==> run_1/io_fan.png <==
Scale bar: 20 µm.
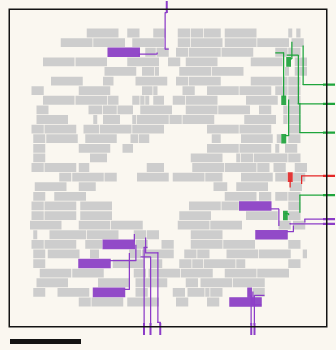
==> run_1/placement.png <==
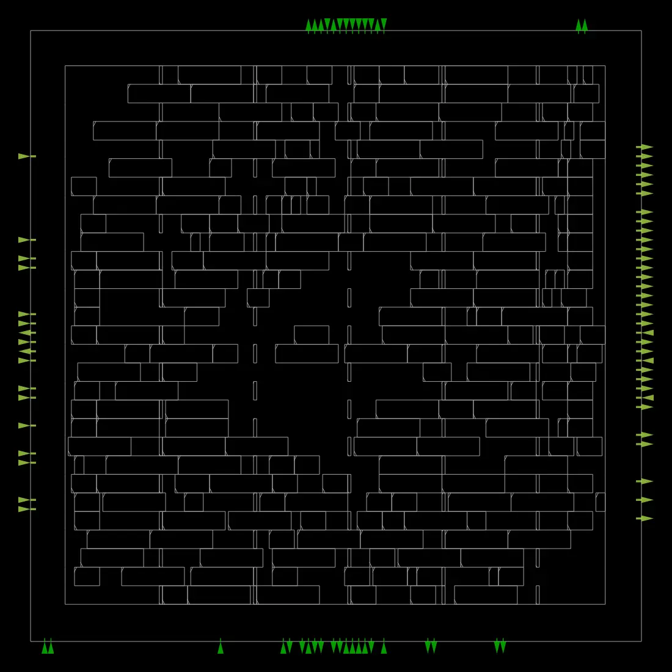
==> run_1/power_grid.png <==
Scale bar: 20 µm. Pins as bars on the die edge. Tap cells in grey.
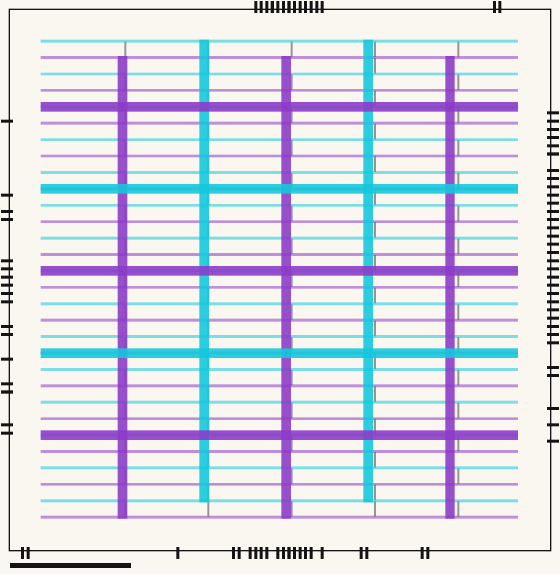
--- config.mk ---
export PLATFORM = sky130hd
export DESIGN_NAME = yrv_alchrity_top_flat
export DESIGN_NICKNAME = d
export VERILOG_FILES = /design/src/rtl/yrv_alchrity_if.sv /design/src/rtl/yrv_alchrity_top.sv /design/src/flat_wrapper.sv
export SDC_FILE = /design/constraint.sdc
export NUM_CORES = 1
export LEC_CHECK = 0
export CAP_MARGIN = 40
export CORE_MARGIN = 5
export CORE_UTILIZATION = 45
export CTS_CLUSTER_DIAMETER = 120
export DETAILED_ROUTE_END_ITERATION = 6
export PLACE_DENSITY = 0.76
export SYNTH_ARGS = -nofsm -noshare
export SYNTH_HDL_FRONTEND = slang
export SYNTH_SLANG_ARGS = --single-unit
--- constraint.sdc ---
create_clock -name MHZ_100 -period 3.9 [get_ports MHZ_100]
set_clock_uncertainty 0.1 [all_clocks]
set_input_delay 0.39 -clock MHZ_100 [delete_from_list [all_inputs] [get_ports MHZ_100]]
set_output_delay 0.39 -clock MHZ_100 [all_outputs]
set_load 0.005 [all_outputs]
--- src/rtl/yrv_alchrity_if.sv ---
// rtl/yrv_alchrity_if.sv - Alchitry board and IO-board pin bundle for the YRV MCU top
//
// Purpose: groups every board pin other than the clock and reset so the top
// level and its environment share one definition.
//   master : the board side (drives buttons/switches/serial-in, observes LEDs,
//            segments and debug headers)
//   slave  : yrv_alchrity_top (samples inputs, drives outputs)
// Pin summary:
//   NMI_brd (active-low), C6/C8/C9_brd, DI_brd, S_io[5:1], DIP_io[24:1]  -> top
//   DO_brd, SCK_brd, LED_brd[7:0], L_io[24:1], RA..RG_io, RDP_io,
//   AN_io[4:1], C42/C43/C45/C46_brd                                      <- top
interface yrv_alchrity_if;
  logic        NMI_brd;
  logic        C6_brd;
  logic        C8_brd;
  logic        C9_brd;
  logic        DI_brd;
  logic [5:1]  S_io;
  logic [24:1] DIP_io;

  logic        DO_brd;
  logic        SCK_brd;
  logic [7:0]  LED_brd;
  logic [24:1] L_io;
  logic        RA_io, RB_io, RC_io, RD_io, RE_io, RF_io, RG_io, RDP_io;
  logic [4:1]  AN_io;
  logic        C42_brd, C43_brd, C45_brd, C46_brd;

  modport master (
    output NMI_brd, C6_brd, C8_brd, C9_brd, DI_brd, S_io, DIP_io,
    input  DO_brd, SCK_brd, LED_brd, L_io,
    input  RA_io, RB_io, RC_io, RD_io, RE_io, RF_io, RG_io, RDP_io, AN_io,
    input  C42_brd, C43_brd, C45_brd, C46_brd
  );

  modport slave (
    input  NMI_brd, C6_brd, C8_brd, C9_brd, DI_brd, S_io, DIP_io,
    output DO_brd, SCK_brd, LED_brd, L_io,
    output RA_io, RB_io, RC_io, RD_io, RE_io, RF_io, RG_io, RDP_io, AN_io,
    output C42_brd, C43_brd, C45_brd, C46_brd
  );
endinterface

--- src/rtl/yrv_alchrity_top.sv ---
// rtl/yrv_alchrity_top.sv - Alchitry board top wrapping yrv_mcu: sync, NMI edge, heartbeat, 7-seg
//
// Purpose: sole logic between the board pins and yrv_mcu. Synchronises reset
// release and all button/switch inputs, turns the NMI button into a one-cycle
// request, maps MCU ports to pins, runs the heartbeat and drives the display.
// Ports:
//   MHZ_100   in  100 MHz clock, every flop is posedge of it
//   RESET_brd in  board reset, active-low, asserts asynchronously
//   pins      yrv_alchrity_if.slave, all remaining board pins
// Macros:
//   SEG_SCAN_EN       defined: multiplexed hex display of port0_reg[15:0]
//                     undefined: segments/anodes driven directly from port0_reg
//   YRV_MCU_EXTERNAL  defined: the real yrv_mcu is supplied by the core sources
//                     undefined: the loopback stand-in below is built instead

`ifndef YRV_MCU_EXTERNAL
// Loopback stand-in with the yrv_mcu port list so the board top elaborates
// without the core: ports 0/1 echo port4_in, port 2 echoes port5_in,
// port 3 shows the interrupt lines, ser_txd echoes ser_rxd one cycle late.
module yrv_mcu (
  input  logic        clk,
  input  logic        resetb,
  input  logic        ei_req,
  input  logic        nmi_req,
  input  logic        ser_rxd,
  input  logic [15:0] port4_in,
  input  logic [15:0] port5_in,
  output logic [15:0] port0_reg,
  output logic [15:0] port1_reg,
  output logic [15:0] port2_reg,
  output logic [15:0] port3_reg,
  output logic        ser_clk,
  output logic        ser_txd,
  output logic        wfi_state,
  output logic        debug_mode
);
  always_ff @(posedge clk or negedge resetb) begin
    if (!resetb) begin
      port0_reg <= '0;
      port1_reg <= '0;
      port2_reg <= '0;
      port3_reg <= '0;
      ser_txd   <= 1'b1;
    end else begin
      port0_reg <= port4_in;
      port1_reg <= port4_in;
      port2_reg <= port5_in;
      port3_reg <= {12'h000, ei_req, nmi_req, 2'b00};
      ser_txd   <= ser_rxd;
    end
  end

  assign ser_clk    = 1'b0;
  assign wfi_state  = 1'b0;
  assign debug_mode = 1'b0;
endmodule
`endif

module yrv_alchrity_top #(
  parameter int SYNC_STAGES = 2,
  parameter int HB_DIV      = 4,
  parameter int HB_BITS     = 7,
  parameter int SCAN_BITS   = 14
) (
  input logic           MHZ_100,
  input logic           RESET_brd,
  yrv_alchrity_if.slave pins
);
  localparam int IN_W  = 33;
  localparam int PRE_W = (HB_DIV > 1) ? $clog2(HB_DIV) : 1;

  // Reset: asynchronous assert, release walks through SYNC_STAGES flops.
  logic [SYNC_STAGES-1:0] rst_sync_q;
  logic                   rst_n;

  always_ff @(posedge MHZ_100 or negedge RESET_brd) begin
    if (!RESET_brd) rst_sync_q <= '0;
    else            rst_sync_q <= {rst_sync_q[SYNC_STAGES-2:0], 1'b1};
  end
  assign rst_n = rst_sync_q[SYNC_STAGES-1];

  // Input synchronisers. Everything resets to 0; for the active-low NMI button
  // that means "pressed", so a press held through reset never yields an edge.
  logic [IN_W-1:0]                  in_raw, in_s;
  logic [SYNC_STAGES-1:0][IN_W-1:0] in_sync_q;

  assign in_raw = {pins.NMI_brd, pins.C6_brd, pins.C8_brd, pins.C9_brd, pins.S_io, pins.DIP_io};

  always_ff @(posedge MHZ_100 or negedge rst_n) begin
    if (!rst_n) in_sync_q <= '0;
    else        in_sync_q <= {in_sync_q[SYNC_STAGES-2:0], in_raw};
  end
  assign in_s = in_sync_q[SYNC_STAGES-1];

  logic        nmi_n_s, c6_s, c8_s, c9_s;
  logic [4:0]  s_s;
  logic [23:0] dip_s;
  assign {nmi_n_s, c6_s, c8_s, c9_s, s_s, dip_s} = in_s;

  // NMI: registered falling-edge detect. nmi_hi_q starts low, so the button
  // must be seen released after reset before a press can count.
  logic nmi_hi_q, nmi_req_q;

  always_ff @(posedge MHZ_100 or negedge rst_n) begin
    if (!rst_n) begin
      nmi_hi_q  <= 1'b0;
      nmi_req_q <= 1'b0;
    end else begin
      nmi_hi_q  <= nmi_n_s;
      nmi_req_q <= nmi_hi_q & ~nmi_n_s;
    end
  end

  // MCU
  logic        ei_req, nmi_req;
  logic [15:0] port4_in, port5_in;
  logic [15:0] port0_reg, port1_reg, port2_reg, port3_reg;
  logic        ser_clk, ser_txd, wfi_state, debug_mode;

  assign ei_req   = c6_s;
  assign nmi_req  = nmi_req_q;
  assign port4_in = dip_s[15:0];
  assign port5_in = {dip_s[23:16], c9_s, c8_s, 1'b0, s_s};

  yrv_mcu u_mcu (
    .clk        (MHZ_100),
    .resetb     (rst_n),
    .ei_req     (ei_req),
    .nmi_req    (nmi_req),
    .ser_rxd    (pins.DI_brd),
    .port4_in   (port4_in),
    .port5_in   (port5_in),
    .port0_reg  (port0_reg),
    .port1_reg  (port1_reg),
    .port2_reg  (port2_reg),
    .port3_reg  (port3_reg),
    .ser_clk    (ser_clk),
    .ser_txd    (ser_txd),
    .wfi_state  (wfi_state),
    .debug_mode (debug_mode)
  );

  // Heartbeat: prescaler 0..HB_DIV-1, counter advances on each wrap.
  logic [PRE_W-1:0]   hb_pre_q, hb_pre_d;
  logic [HB_BITS-1:0] hb_cnt_q, hb_cnt_d;

  always_comb begin
    hb_pre_d = hb_pre_q + 1'b1;
    hb_cnt_d = hb_cnt_q;
    if (hb_pre_q == PRE_W'(HB_DIV - 1)) begin
      hb_pre_d = '0;
      hb_cnt_d = hb_cnt_q + 1'b1;
    end
  end

  always_ff @(posedge MHZ_100 or negedge rst_n) begin
    if (!rst_n) begin
      hb_pre_q <= '0;
      hb_cnt_q <= '0;
    end else begin
      hb_pre_q <= hb_pre_d;
      hb_cnt_q <= hb_cnt_d;
    end
  end

  // Display, computed active-high then inverted at the pins.
  logic [6:0] seg_on;   // {g,f,e,d,c,b,a}
  logic       dp_on;
  logic [3:0] an_on;
  logic       unused_ok;

`ifdef SEG_SCAN_EN
  logic [SCAN_BITS-1:0] scan_q, scan_d;
  logic [1:0]           digit;
  logic [3:0]           nib;

  assign scan_d = scan_q + 1'b1;

  always_ff @(posedge MHZ_100 or negedge rst_n) begin
    if (!rst_n) scan_q <= '0;
    else        scan_q <= scan_d;
  end

  assign digit = scan_q[SCAN_BITS-1 -: 2];
  assign nib   = port0_reg[{digit, 2'b00} +: 4];
  assign dp_on = port3_reg[digit];
  assign an_on = 4'b0001 << digit;

  always_comb begin
    seg_on = 7'h00;
    case (nib)
      4'h0: seg_on = 7'h3F;
      4'h1: seg_on = 7'h06;
      4'h2: seg_on = 7'h5B;
      4'h3: seg_on = 7'h4F;
      4'h4: seg_on = 7'h66;
      4'h5: seg_on = 7'h6D;
      4'h6: seg_on = 7'h7D;
      4'h7: seg_on = 7'h07;
      4'h8: seg_on = 7'h7F;
      4'h9: seg_on = 7'h6F;
      4'hA: seg_on = 7'h77;
      4'hB: seg_on = 7'h7C;
      4'hC: seg_on = 7'h39;
      4'hD: seg_on = 7'h5E;
      4'hE: seg_on = 7'h79;
      4'hF: seg_on = 7'h71;
      default: seg_on = 7'h00;
    endcase
  end

  assign unused_ok = ^port3_reg[15:4];
`else
  assign seg_on    = port0_reg[6:0];
  assign dp_on     = port0_reg[7];
  assign an_on     = port0_reg[11:8];
  assign unused_ok = ^{port3_reg, port0_reg[15:12]};
`endif

  // Pin mapping. Segment/anode gating on rst_n blanks the display the moment
  // reset asserts, independent of what port0_reg held.
  assign pins.DO_brd  = ser_txd;
  assign pins.SCK_brd = ser_clk;
  assign pins.LED_brd = port2_reg[7:0];
  assign pins.L_io    = {port2_reg[15:8], port1_reg};
  assign {pins.RDP_io, pins.RG_io, pins.RF_io, pins.RE_io,
          pins.RD_io, pins.RC_io, pins.RB_io, pins.RA_io} = rst_n ? ~{dp_on, seg_on} : 8'hFF;
  assign pins.AN_io   = rst_n ? ~an_on : 4'hF;
  assign pins.C42_brd = ~rst_n;
  assign pins.C43_brd = wfi_state;
  assign pins.C45_brd = debug_mode;
  assign pins.C46_brd = hb_cnt_q[HB_BITS-1];
endmodule

--- src/flat_wrapper.sv ---
// flat-port wrapper written by rule: the top's interface ports become plain ports
module yrv_alchrity_top_flat 
#(
  parameter int SYNC_STAGES = 2,
  parameter int HB_DIV      = 4,
  parameter int HB_BITS     = 7,
  parameter int SCAN_BITS   = 14
)
  (MHZ_100, RESET_brd, pins_NMI_brd, pins_C6_brd, pins_C8_brd, pins_C9_brd, pins_DI_brd, pins_S_io, pins_DIP_io, pins_DO_brd, pins_SCK_brd, pins_LED_brd, pins_L_io, pins_RA_io, pins_RB_io, pins_RC_io, pins_RD_io, pins_RE_io, pins_RF_io, pins_RG_io, pins_RDP_io, pins_AN_io, pins_C42_brd, pins_C43_brd, pins_C45_brd, pins_C46_brd);
  yrv_alchrity_if pins_i ();
  input logic MHZ_100;
  input logic RESET_brd;
  input wire logic [$bits(pins_i.NMI_brd)-1:0] pins_NMI_brd;
  input wire logic [$bits(pins_i.C6_brd)-1:0] pins_C6_brd;
  input wire logic [$bits(pins_i.C8_brd)-1:0] pins_C8_brd;
  input wire logic [$bits(pins_i.C9_brd)-1:0] pins_C9_brd;
  input wire logic [$bits(pins_i.DI_brd)-1:0] pins_DI_brd;
  input wire logic [$bits(pins_i.S_io)-1:0] pins_S_io;
  input wire logic [$bits(pins_i.DIP_io)-1:0] pins_DIP_io;
  output wire logic [$bits(pins_i.DO_brd)-1:0] pins_DO_brd;
  output wire logic [$bits(pins_i.SCK_brd)-1:0] pins_SCK_brd;
  output wire logic [$bits(pins_i.LED_brd)-1:0] pins_LED_brd;
  output wire logic [$bits(pins_i.L_io)-1:0] pins_L_io;
  output wire logic [$bits(pins_i.RA_io)-1:0] pins_RA_io;
  output wire logic [$bits(pins_i.RB_io)-1:0] pins_RB_io;
  output wire logic [$bits(pins_i.RC_io)-1:0] pins_RC_io;
  output wire logic [$bits(pins_i.RD_io)-1:0] pins_RD_io;
  output wire logic [$bits(pins_i.RE_io)-1:0] pins_RE_io;
  output wire logic [$bits(pins_i.RF_io)-1:0] pins_RF_io;
  output wire logic [$bits(pins_i.RG_io)-1:0] pins_RG_io;
  output wire logic [$bits(pins_i.RDP_io)-1:0] pins_RDP_io;
  output wire logic [$bits(pins_i.AN_io)-1:0] pins_AN_io;
  output wire logic [$bits(pins_i.C42_brd)-1:0] pins_C42_brd;
  output wire logic [$bits(pins_i.C43_brd)-1:0] pins_C43_brd;
  output wire logic [$bits(pins_i.C45_brd)-1:0] pins_C45_brd;
  output wire logic [$bits(pins_i.C46_brd)-1:0] pins_C46_brd;
  assign pins_i.NMI_brd = pins_NMI_brd;
  assign pins_i.C6_brd = pins_C6_brd;
  assign pins_i.C8_brd = pins_C8_brd;
  assign pins_i.C9_brd = pins_C9_brd;
  assign pins_i.DI_brd = pins_DI_brd;
  assign pins_i.S_io = pins_S_io;
  assign pins_i.DIP_io = pins_DIP_io;
  assign pins_DO_brd = pins_i.DO_brd;
  assign pins_SCK_brd = pins_i.SCK_brd;
  assign pins_LED_brd = pins_i.LED_brd;
  assign pins_L_io = pins_i.L_io;
  assign pins_RA_io = pins_i.RA_io;
  assign pins_RB_io = pins_i.RB_io;
  assign pins_RC_io = pins_i.RC_io;
  assign pins_RD_io = pins_i.RD_io;
  assign pins_RE_io = pins_i.RE_io;
  assign pins_RF_io = pins_i.RF_io;
  assign pins_RG_io = pins_i.RG_io;
  assign pins_RDP_io = pins_i.RDP_io;
  assign pins_AN_io = pins_i.AN_io;
  assign pins_C42_brd = pins_i.C42_brd;
  assign pins_C43_brd = pins_i.C43_brd;
  assign pins_C45_brd = pins_i.C45_brd;
  assign pins_C46_brd = pins_i.C46_brd;
  yrv_alchrity_top #(.SYNC_STAGES(SYNC_STAGES), .HB_DIV(HB_DIV), .HB_BITS(HB_BITS), .SCAN_BITS(SCAN_BITS)) u_core (.MHZ_100(MHZ_100), .RESET_brd(RESET_brd), .pins(pins_i));
endmodule
==> flow_metrics.env, run 1 <==
# physical design summary
export IMPL_yosysSeqAreaShare_pct=92.5
export IMPL_tool_warnings=28
export IMPL_holdWs_ns=0.0824
export IMPL_drt_iter0_drc=16
export IMPL_seq_power_mw=1.16
export IMPL_path_class="reg2out"
export IMPL_met1_usage_pct=13.3
export IMPL_wl_met1_um=1430
export IMPL_cpPeakStageDelay_ns=0.90
export IMPL_synth_top_area_share_pct=91.5
export IMPL_final_max_slew_viol_count=0
export IMPL_switching_power_uw=412
export IMPL_rsz0062_at_grt="false"
export IMPL_layout_top_cells="dfrtp_1 (103), clkdlybuf4s50_1 (79), nand2_1 (15)"
export IMPL_nFlopsAndLatches=105
export IMPL_first_pass_iters=4
export IMPL_taps=77
export IMPL_common_cells="dfrtp_1 (104), nand2_1 (15), buf_4 (4)"
export IMPL_clkCellAreaFrac_pct=4.80
export IMPL_tns_ns=0
export IMPL_met3_length_um=405
export IMPL_reg2reg_to="u_core.hb_cnt_q[4]$_DFFE_PN0N_"
export IMPL_non_clock_buffer_count=80
export IMPL_clockRootBuffer="clkbuf_8"
export IMPL_status="completed"
export IMPL_arrival_ns=1.90
export IMPL_synth_area_um2=2840
export IMPL_comb_cells=34
export IMPL_combPwrFrac_pct=5.3
export IMPL_place_area_um2=3720
export IMPL_period_needed_ns=2.39
export IMPL_syn_area_per_cell_um2=20.0
export IMPL_nets=269
export IMPL_adder_share_pct=0.880
export IMPL_post_route_period_util_pct=61.4
export IMPL_cts_buffer_depth=2
export IMPL_clk_latency_ns=0.35
export IMPL_postCtsSetupBuffers=0
export IMPL_clkTransAtPathRegs_ns=0.10
Back to the opening pictures, io_fan.png:
Green shows `pins_AN_io`, bits 4, direction output, edge right, end cells 4, wire 100 µm. Purple shows `pins_LED_brd`, bits 8, direction output, edge 5 bottom, 2 right, 1 top, end cells 8, wire 169 µm. Red shows `pins_RG_io`, bits 1, direction output, edge right, end cells 1, wire 10.5 µm.

Back to the opening pictures, placement.png:
row cnt: 29
Filler Cells Inserted: 474

Back to the opening pictures, power_grid.png:
Cyan shows VDD. Purple shows VSS.
5 straps on met5. 77 tap cells. The core has 29 rows. 5 straps on met4. 30 met1 rails follow the rows.
Max VDD drop: 0.285 mV
vertical die size: 89.5 µm
core area: 6240 µm²
Die W: 89.5 µm

## Run 2: what changed since run 1
- CORE_UTILIZATION: 45 -> 41
- PLACE_DENSITY: 0.76 -> 0.73
- clock period: 3.9 -> 1.9 ns (I/O delays scaled with it)
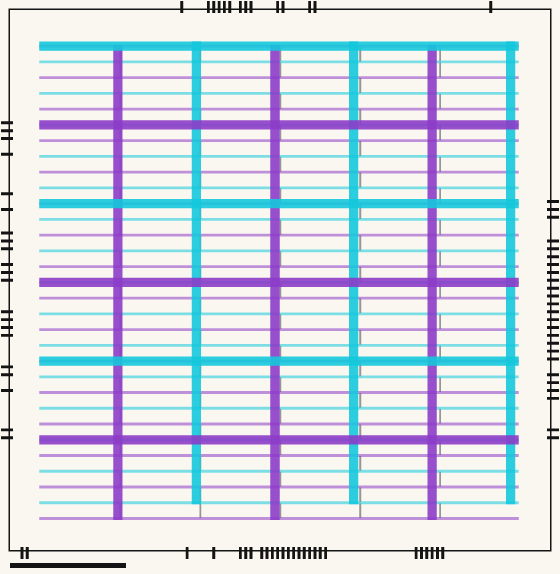
(run_2/power_grid.png)
Scale bar: 20 µm. Pins as bars on the die edge. Tap cells in grey.
Purple shows VSS. Cyan shows VDD.
The core has 30 rows. 31 met1 rails follow the rows. 80 tap cells. 86 signal pins sit on the boundary. 6 straps on met4.

==> run 2 against run 1 <==
  * Wire length grew 14%
  * Synthesized cell count stayed put
  * Sequential cell count unchanged
  * Clock power is 130% higher
  * Die area is 8.6% higher
  * Worst hold slack got worse by 0.013 ns
  * Combinational power up 140%
  * Area after synthesis stayed put
  * Critical endpoint is now pins_RG_io
==> flow_metrics.env, run 2 <==
# physical design summary
export IMPL_met1_usage_pct=12.9
export IMPL_switching_power_uw=815
export IMPL_core_area_um2=6760
export IMPL_nets=275
export IMPL_yosysSeqAreaShare_pct=92.5
export IMPL_comb_cells=34
export IMPL_place_area_um2=3750
export IMPL_fillers=534
export IMPL_max_freq_ghz=0.552
export IMPL_clk_latency_ns=0.34
export IMPL_synth_area_um2=2840
export IMPL_vdd_ir_drop_max_mv=0.575
export IMPL_synth_top_area_share_pct=91.5
export IMPL_portBuffers=79
export IMPL_hpwl_um=3080
export IMPL_status="completed"
export IMPL_seq_power_mw=2.37
export IMPL_pg_clk_mw=1.39
export IMPL_post_route_period_util_pct=95.3
export IMPL_clockRootBuffer="clkbuf_8"
export IMPL_synth_compound_area_share_pct=0
export IMPL_non_clock_buffer_count=86
export IMPL_nFlopsAndLatches=105
export IMPL_die_h_um=93.3
export IMPL_final_max_slew_viol_count=0
export IMPL_postCtsSetupBuffers=1
export IMPL_syn_area_per_cell_um2=20.0
export IMPL_period_needed_ns=1.81
export IMPL_taps=80
export IMPL_path_class="reg2out"
export IMPL_met3_length_um=336
export IMPL_tool_warnings=28
export IMPL_reg2reg_slack_ns=0.58
export IMPL_adder_share_pct=0.880
export IMPL_combPwrFrac_pct=5.8
export IMPL_holdWs_ns=0.0692
export IMPL_reg2reg_to="u_core.hb_cnt_q[6]$_DFFE_PN0N_"
export IMPL_grtUsageTotal_pct=11.4
export IMPL_clkTransAtPathRegs_ns=0.09
export IMPL_cts_buffer_depth=2
export IMPL_clkCellAreaFrac_pct=5.34
export IMPL_first_pass_iters=3
export IMPL_wl_met1_um=1770
export IMPL_cpPeakStageDelay_ns=0.58
export IMPL_tns_ns=0
export IMPL_rsz0062_at_grt="false"
export IMPL_rows=30
export IMPL_drt_iter0_drc=24
export IMPL_arrival_ns=1.52
Power figures rest on the tool's default switching activity, not on a simulated workload.
